Run 1, register map, names as in the netlist:
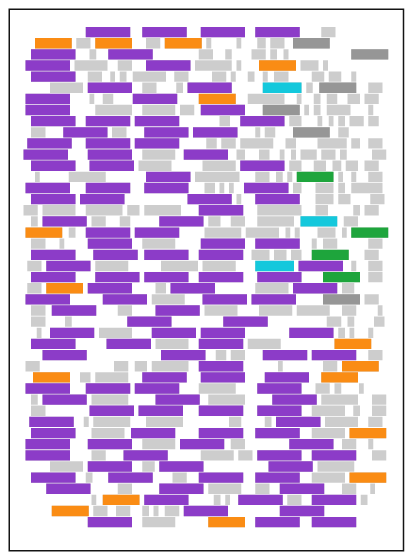
Run 1, wire density map:
The bar under the picture is 20 µm long. 19 x 26 tiles, from black (low) to pale yellow (high), scaled to the fullest tile. Values are wire area over tile area, all layers added.
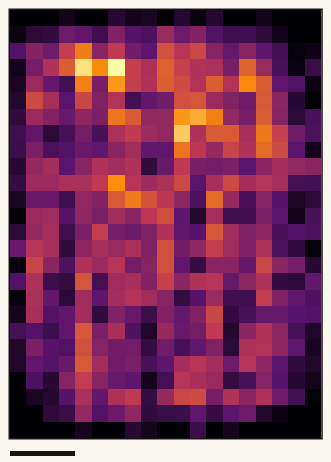
Run 1, a small window of the routed layout:
The bar under the picture is 20 µm long. Window x 0 to 50, y 8 to 58 µm. Cells in grey, sequential cells in the stronger grey; small squares are vias.
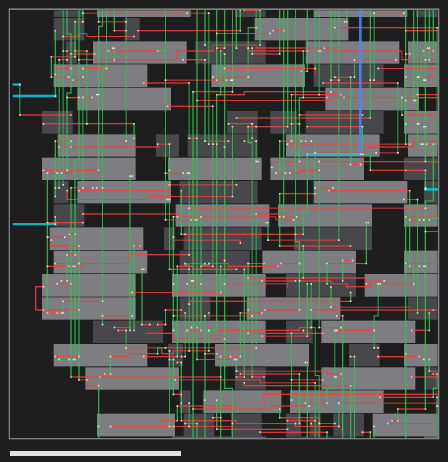
## config.mk

```make
export PLATFORM = sky130hd
export DESIGN_NAME = pe_sync_fifo
export DESIGN_NICKNAME = d
export VERILOG_FILES = /design/src/rtl/pe_sync_fifo.sv
export SDC_FILE = /design/constraint.sdc
export NUM_CORES = 1
export LEC_CHECK = 0
export CELL_PAD_IN_SITES_DETAIL_PLACEMENT = 1
export CELL_PAD_IN_SITES_GLOBAL_PLACEMENT = 1
export CORE_ASPECT_RATIO = 1.4
export CORE_MARGIN = 3
export CORE_UTILIZATION = 54
export CTS_CLUSTER_DIAMETER = 60
export DETAILED_ROUTE_END_ITERATION = 10
export PLACE_DENSITY_LB_ADDON = 0.1
export SYNTH_ARGS = -nofsm -noshare
export SYNTH_HDL_FRONTEND = slang
export SYNTH_SLANG_ARGS = --single-unit
```

## constraint.sdc

```tcl
create_clock -name clk -period 8 [get_ports clk]
set_input_delay 2 -clock clk [delete_from_list [all_inputs] [get_ports clk]]
set_output_delay 2 -clock clk [all_outputs]
set_load 0.05 [all_outputs]
```

## src/rtl/pe_sync_fifo.sv

```systemverilog
// rtl/pe_sync_fifo.sv - gated single-clock FIFO between PE array stages
// Optional almost_full output enabled by defining SYNC_FIFO_ALMOST_FULL_EN.
module pe_sync_fifo #(
    parameter int DATA_WIDTH = 16,
    parameter int DEPTH      = 8,
    parameter int ADDR_WIDTH = 3,
    parameter int AF_LEVEL   = 6
) (
    input  logic                  clk,
    input  logic                  reset,
    input  logic                  wr_en,
    input  logic [DATA_WIDTH-1:0] wr_data,
    input  logic                  rd_en,
    input  logic                  rd_gate,
    output logic [DATA_WIDTH-1:0] rd_data,
    output logic                  rd_valid,
    output logic                  full,
    output logic                  empty,
    output logic [ADDR_WIDTH:0]   count,
    output logic                  overflow,
    output logic                  underflow,
    input  logic                  clear
`ifdef SYNC_FIFO_ALMOST_FULL_EN
    ,output logic                 almost_full
`endif
);

    localparam logic [ADDR_WIDTH:0]   LP_DEPTH   = (ADDR_WIDTH+1)'(DEPTH);
    localparam logic [ADDR_WIDTH:0]   LP_CNT_ONE = (ADDR_WIDTH+1)'(1);
    localparam logic [ADDR_WIDTH-1:0] LP_PTR_ONE = ADDR_WIDTH'(1);

    logic [DATA_WIDTH-1:0] r_mem [DEPTH];
    logic [ADDR_WIDTH-1:0] r_wr_ptr;
    logic [ADDR_WIDTH-1:0] r_rd_ptr;
    logic [ADDR_WIDTH:0]   r_count;
    logic [DATA_WIDTH-1:0] r_rd_data;
    logic                  r_rd_valid;
    logic                  r_overflow;
    logic                  r_underflow;

    logic w_full;
    logic w_empty;
    logic w_do_pop;
    logic w_do_push;

    always_comb begin
        w_empty   = (r_count == '0);
        w_full    = (r_count == LP_DEPTH);
        w_do_pop  = rd_en & rd_gate & ~w_empty;
        // A pop in the same cycle frees a slot, so a full FIFO still accepts the push
        w_do_push = wr_en & (~w_full | w_do_pop);
    end

    // Storage is intentionally not reset
    always_ff @(posedge clk) begin
        if (w_do_push && !clear) begin
            r_mem[r_wr_ptr] <= wr_data;
        end
    end

    always_ff @(posedge clk or posedge reset) begin
        if (reset) begin
            r_wr_ptr    <= '0;
            r_rd_ptr    <= '0;
            r_count     <= '0;
            r_rd_data   <= '0;
            r_rd_valid  <= 1'b0;
            r_overflow  <= 1'b0;
            r_underflow <= 1'b0;
        end else if (clear) begin
            // Flush keeps rd_data and the sticky error flags
            r_wr_ptr   <= '0;
            r_rd_ptr   <= '0;
            r_count    <= '0;
            r_rd_valid <= 1'b0;
        end else begin
            r_rd_valid <= w_do_pop;
            if (w_do_pop) begin
                r_rd_data <= r_mem[r_rd_ptr];
                r_rd_ptr  <= r_rd_ptr + LP_PTR_ONE;
            end
            if (w_do_push) begin
                r_wr_ptr <= r_wr_ptr + LP_PTR_ONE;
            end
            case ({w_do_push, w_do_pop})
                2'b10:   r_count <= r_count + LP_CNT_ONE;
                2'b01:   r_count <= r_count - LP_CNT_ONE;
                default: r_count <= r_count;
            endcase
            if (wr_en && w_full && !w_do_pop) begin
                r_overflow <= 1'b1;
            end
            if (rd_en && rd_gate && w_empty) begin
                r_underflow <= 1'b1;
            end
        end
    end

    assign rd_data   = r_rd_data;
    assign rd_valid  = r_rd_valid;
    assign full      = w_full;
    assign empty     = w_empty;
    assign count     = r_count;
    assign overflow  = r_overflow;
    assign underflow = r_underflow;

`ifdef SYNC_FIFO_ALMOST_FULL_EN
    assign almost_full = (r_count >= (ADDR_WIDTH+1)'(AF_LEVEL));
`endif

endmodule

```

==> results_dict.tcl, run 1 <==
# flow metrics
set metrics [dict create \
    avgSynthCellArea_um2 19.2 \
    most_common_cell "edfxtp_1" \
    yosys_area_um2 6110 \
    period_minus_slack_ns 4.48 \
    via_per_inst 5.91 \
    grt_antenna_before_repair 0 \
    tightest_slew_ns 1.21 \
    regToRegSetupSlack_ns 5.14 \
    top_power_group "sequential cells" \
    clockBufferCount 18 \
    cp-startpoint "rd_gate" \
    status "complete, no violations" \
    max-slew-margin-rel_pct 19.6 \
    use_met2_pct 38.4 \
    area_delta_synth_final_pct 20.4 \
    fmax_ghz 0.223 \
    wl_met2_um 7090 \
    grt_pass1_vias 3529 \
    numCtsBuffers 17 \
    comb_power_share_pct 24.3 \
    final_max_slew_viol_count 0 \
    warnings 26 \
    drc 0 \
    whs_ns 0.471 \
    skew_ns 0.00990 \
    crit_slowest_cell "or4b_2" \
    highest_layer "met4" \
    powerDensity_nw_per_um2 318 \
    pre_cts_slack_ns 3.11 \
    setup.worst_path.end "r_mem[4][2]$_DFFE_PP_" \
    path_cells "clkdlybuf4s50_1 > nand2_1 > nand3_1 > or4b_2 > nor2_1 > buf_4" \
    postCtsSetupRepairBufs 0 \
    worstHoldEndpoint "overflow$_DFFE_PP0P_" \
    max_cap_viol_count 0 \
    coreArea_um2 10900 \
    gp_congestion 0.735 \
    top_register "r_mem" \
    final_area_um2 7350 \
    cts_root_buf "clkbuf_16" \
    dpl.cell_count 501 \
    ios 47 \
    sh_comb_area_pct 20.1 \
    overflow 0 \
    setup_ws_ns 3.52 \
    num-nets-final 405 \
    drtAntennaViolNets 0 \
    holdPathStages 2 \
    synth-main-ff-cell "edfxtp_1" \
    route.met3.wl_um 407 \
    p_seq_mw 0.995 \
    topCellsByArea "edfxtp_1, dfrtp_1, mux4_2" \
    n_all_buffers 57 \
    dieArea_um2 12600 \
    hold_violations 0 \
    reg2reg_depth 5 \
    rows 45 \
    finalCritPeriodShare_pct 56.0 \
]
Back to the opening pictures, 'register map, names as in the netlist':
r_mem -> purple  # sequential cells 128
count -> green  # sequential cells 4, where east
rd_data -> orange  # sequential cells 16, where all over the die
r_rd_ptr -> cyan  # sequential cells 3

Back to the opening pictures, 'wire density map':
fullest tile = 0.51
nearly empty tiles = 8.1%
mean over tiles = 0.16
tiles over half the peak = 14%

Back to the opening pictures, 'a small window of the routed layout':
metal 4 -> blue
metal 3 -> cyan
metal 1 -> red
metal 2 -> green
most frequent = edfxtp_1 (31), clkdlybuf4s50_1 (7), mux4_2 (6)
cells with their middle in the window = 65
netlist names of flops here include = r_mem (31), rd_data (3)
sequential cells in the window = 34

run 1: kinds of logic after synthesis:
kind of cell	Yosys count	synth area share (%)
xor+xnor	7	1.00
fa+ha+maj	4	0.819
buf+inv	18	1.29
flops	157	74.8
mux	51	14.9
simple gates	55	4.46
compound gates	26	2.72
run 1: critical path, delay by kind of cell:
kind                   cells  cell delay (ns)
and+or+nand+nor            4             1.74
buffers and inverters      2             0.82
run 1: layout by cell type (no fill, tap or decap), types with 4 or more instances in the layout:
master	instances
nand2_1	6
nor2_1	32
ha_1	4
clkdlybuf4s50_1	46
clkbuf_16	17
edfxtp_1	128
xor2_1	5
buf_4	11
dfrtp_1	27
mux2i_1	18
a21oi_1	18
mux4_2	32
Run 1, placement view:
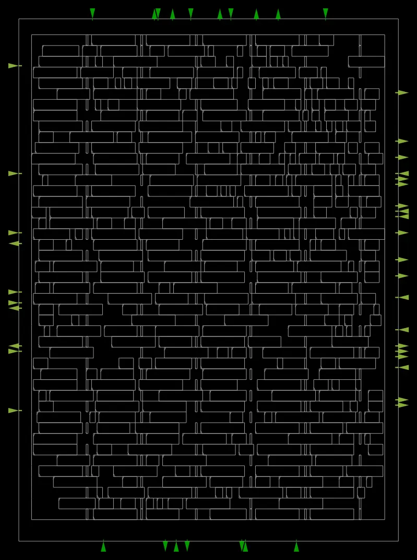

==> run 2: changes to the inputs <==
- CORE_UTILIZATION: 54 -> 45
- clock period: 8 -> 3.6 ns (I/O delays scaled with it)
Run 2, placement view:
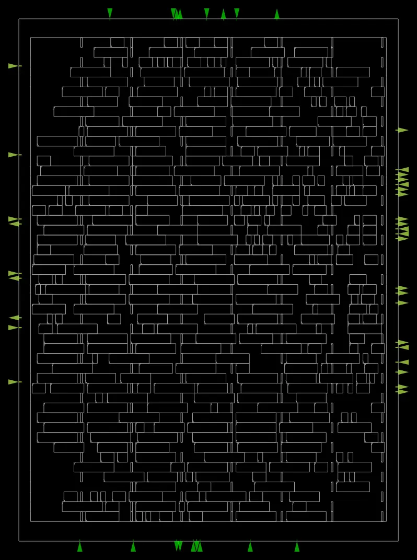
Non-Filler Instances: 574
Fillers: 1,169

==> results_dict.tcl, run 2 <==
# flow metrics
set metrics [dict create \
    status "complete, no violations" \
    gp_congestion 0.735 \
    yosys_area_um2 6110 \
    drive_above_1_share_pct 21.7 \
    yosysWarnings 0 \
    die_width_um 104 \
    skew_ns 0.00745 \
    syn-cell-area_um2 6110 \
    hold_start "underflow$_DFFE_PP0P_" \
    ir_drop_mv 0.465 \
    grt_max_degree 35 \
    setup.worst_path.end "full" \
    dpl.cell_count 542 \
    tap_cells 178 \
    setup_ws_ns 0.443 \
    hpwl_um 7230 \
    hold_violations 0 \
    route.met3.wl_um 391 \
    sh_comb_area_pct 19.7 \
    rows 49 \
    n_all_buffers 61 \
    highest_layer "met4" \
    drtAntennaViolNets 0 \
    postCtsSetupRepairBufs 0 \
    area_delta_synth_final_pct 22.4 \
    final_cell_mix "edfxtp_1, clkdlybuf4s50_1, mux4_2, nor2_1, dfrtp_1" \
    pre_cts_slack_ns 0.304 \
    whs_ns 0.465 \
    fmax_ghz 0.317 \
    cp-startpoint "count[0]$_DFFE_PP0P_" \
    drc 0 \
    most_common_cell "edfxtp_1" \
    use_met2_pct 30.9 \
    die_height_um 144 \
    fin_setup_tns_ns 0 \
    yosysTopAreaCell "edfxtp_1" \
    fp_nets 344 \
    ctsLongestPathBuffers 2 \
    clockBufferCount 25 \
    non_clock_inverter_count 3 \
    cts_tree "yes" \
    ios 47 \
    coreArea_um2 13100 \
    topCellsByArea "edfxtp_1, dfrtp_1, mux4_2" \
    finalCritPeriodShare_pct 87.7 \
    synth_cells 318 \
    overflow 0 \
    holdPathStages 1 \
    warnings 26 \
    cp-end-kind "output pin" \
    max-slew-margin-rel_pct 20.7 \
    dieArea_um2 15000 \
    tightest_slew_ns 1.19 \
    fin_util_pct 57.3 \
    synth-main-ff-cell "edfxtp_1" \
    final_area_um2 7480 \
    period_minus_slack_ns 3.16 \
    logic_area_um2 1480 \
    critPathLaunchType "flop" \
    numCtsBuffers 17 \
    cts_resized 0 \
    max_cap_viol_count 0 \
    hp-class "flop to flop" \
    reg2reg_depth 5 \
    wl_met2_um 6550 \
    regToRegSetupSlack_ns 1.24 \
    cts_root_buf "clkbuf_16" \
    grt_antenna_before_repair 0 \
    powerDensity_nw_per_um2 697 \
    via_per_inst 5.37 \
    worstHoldEndpoint "underflow$_DFFE_PP0P_" \
    grt_setup_unrepaired "false" \
    final_max_slew_viol_count 0 \
    leakagePower_nw 2.51 \
    grt_use_total_pct 17.7 \
    avgSynthCellArea_um2 19.2 \
    synth_flop_count 157 \
    num-nets-final 409 \
    final_common_cell "edfxtp_1" \
    grt_pass1_vias 3349 \
    top_register "r_mem" \
    regArea_um2 4570 \
]
Run 2, cell classes on the final placement:
Fill, decap, tap and diode cells in grey.
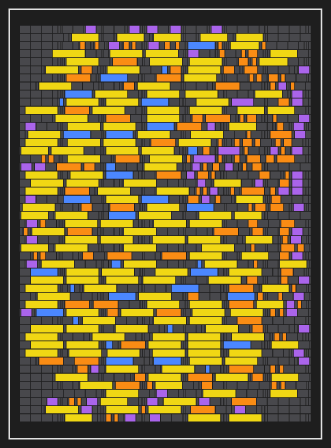
combinational and other logic -> orange  # cells 146
flops -> yellow  # cells 157
clock drivers and dummy loads -> blue  # cells 32
other buffers and delay cells -> purple  # cells 61

## run 2: cell counts after synthesis
Identical to the previous run, type by type.
## run 2: where the power goes
group / internal, mW / total (mW) / switching [mW]
combinational: 0.498 / 1.25 / 0.753
clock: 1.05 / 1.73 / 0.681
sequential: 2.11 / 2.23 / 0.128
total: 3.65 / 5.21 / 1.56
## run 2: critical path, stage by stage, from the launching register on
cell             delay [ns]
dfrtp_1                0.48
nor3_1                 0.38
and2_1                 0.18
clkdlybuf4s50_1        0.80
## run 2: cells by family after synthesis
family          synth area share [%]
buf+inv                         1.29
mux                             14.9
simple gates                    4.46
xor+xnor                        1.00
compound gates                  2.72
fa+ha+maj                      0.819
flops                           74.8
==> run 3: changes to the inputs <==
- HOLD_SLACK_MARGIN: default -> 0.03
Run 3, a small window of the routed layout:
The bar under the picture is 20 µm long. Window x 1 to 51, y 11 to 61 µm. Cells in grey, sequential cells in the stronger grey; small squares are vias.
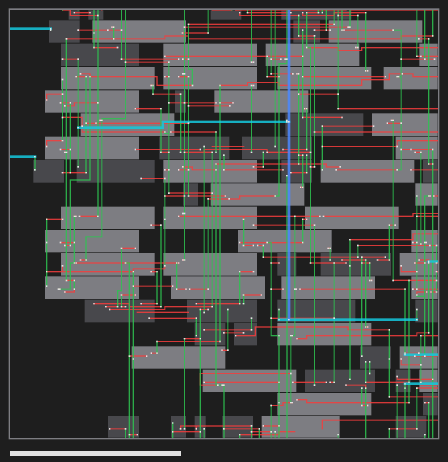
metal 4 -> blue
metal 2 -> green
metal 3 -> cyan
metal 1 -> red
netlist names of flops here include = r_mem (30), rd_data (1)
sequential cells in the window = 31
most frequent = edfxtp_1 (30), mux4_2 (6), clkdlybuf4s50_1 (5)
cells with their middle in the window = 57

Run 3, cell classes on the final placement:
Fill, decap, tap and diode cells in grey.
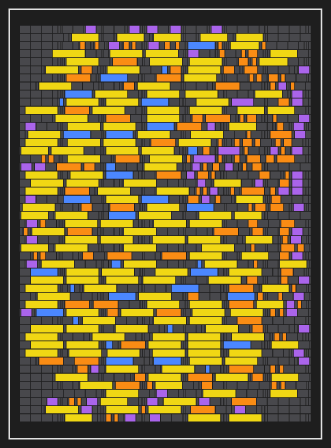
combinational and other logic -> orange  # cells 146
clock drivers and dummy loads -> blue  # cells 32
other buffers and delay cells -> purple  # cells 61
flops -> yellow  # cells 157

==> results_dict.tcl, run 3 <==
# flow metrics
set metrics [dict create \
    p_seq_mw 2.23 \
    max_cap_viol_count 0 \
    n_all_buffers 61 \
    p_clk_share_pct 33.2 \
    sh_comb_area_pct 19.7 \
    ir_drop_mv 0.465 \
    fin_util_pct 57.3 \
    num-nets-final 409 \
    power_frac_seq_pct 42.9 \
    regArea_um2 4570 \
    cts_root_buf "clkbuf_16" \
    pg_clk_mw 1.73 \
    use_met2_pct 30.9 \
    syn-cell-area_um2 6110 \
    cts_tree "yes" \
    rows 49 \
    final_cells 574 \
    via_per_inst 5.37 \
    critPathMaxStageDelay_ns 0.80 \
    fp_nets 344 \
    final_max_slew_viol_count 0 \
    crit_buf_inv 1 \
    gp_congestion 0.735 \
    most_common_cell "edfxtp_1" \
    coreArea_um2 13100 \
    tightest_slew_ns 1.19 \
    top_power_group "sequential cells" \
    ios 47 \
    top_register "r_mem" \
    ctsLongestPathBuffers 2 \
    ys_sh_mux_pct 14.9 \
    path_cells "nor3_1 > and2_1 > clkdlybuf4s50_1" \
    synth_flop_count 157 \
    route.met3.wl_um 391 \
    switchingPower_mw 1.56 \
    die_width_um 104 \
    aoi_share_pct 2.72 \
    warnings 26 \
    holdPathStages 1 \
    highest_layer "met4" \
    numCtsBuffers 17 \
    reg2reg_depth 5 \
    filler_cell_count 1169 \
    fa_ha_area_share_pct 0.819 \
    overflow 0 \
    crit_family "buffers and inverters" \
    final_common_cell "edfxtp_1" \
    status "complete, no violations" \
    dieArea_um2 15000 \
]
## run 3: final timing paths
check                                      start                      end  slack [ns]
setup / recovery            count[0]$_DFFE_PP0P_                     full        0.44
hold / removal             underflow$_DFFE_PP0P_    underflow$_DFFE_PP0P_        0.46
setup reg to reg            count[0]$_DFFE_PP0P_   r_mem[2][15]$_DFFE_PP_        1.24
hold reg to reg            underflow$_DFFE_PP0P_    underflow$_DFFE_PP0P_        0.46
max in group asynchronous                  reset  r_rd_ptr[0]$_DFFE_PP0P_        2.38
min in group asynchronous                  reset   rd_data[7]$_DFFE_PP0P_        0.88
## run 3: cell families (layout without fill, tap and decap cells)
logic type / count (synthesis) / after routing
mux: 51 / 51
fa+ha+maj: 4 / 4
compound gates: 26 / 26
xor+xnor: 7 / 7
flops: 157 / 157
simple gates: 55 / 55
buf+inv: 18 / 96
Power and IR drop assume default switching activity.
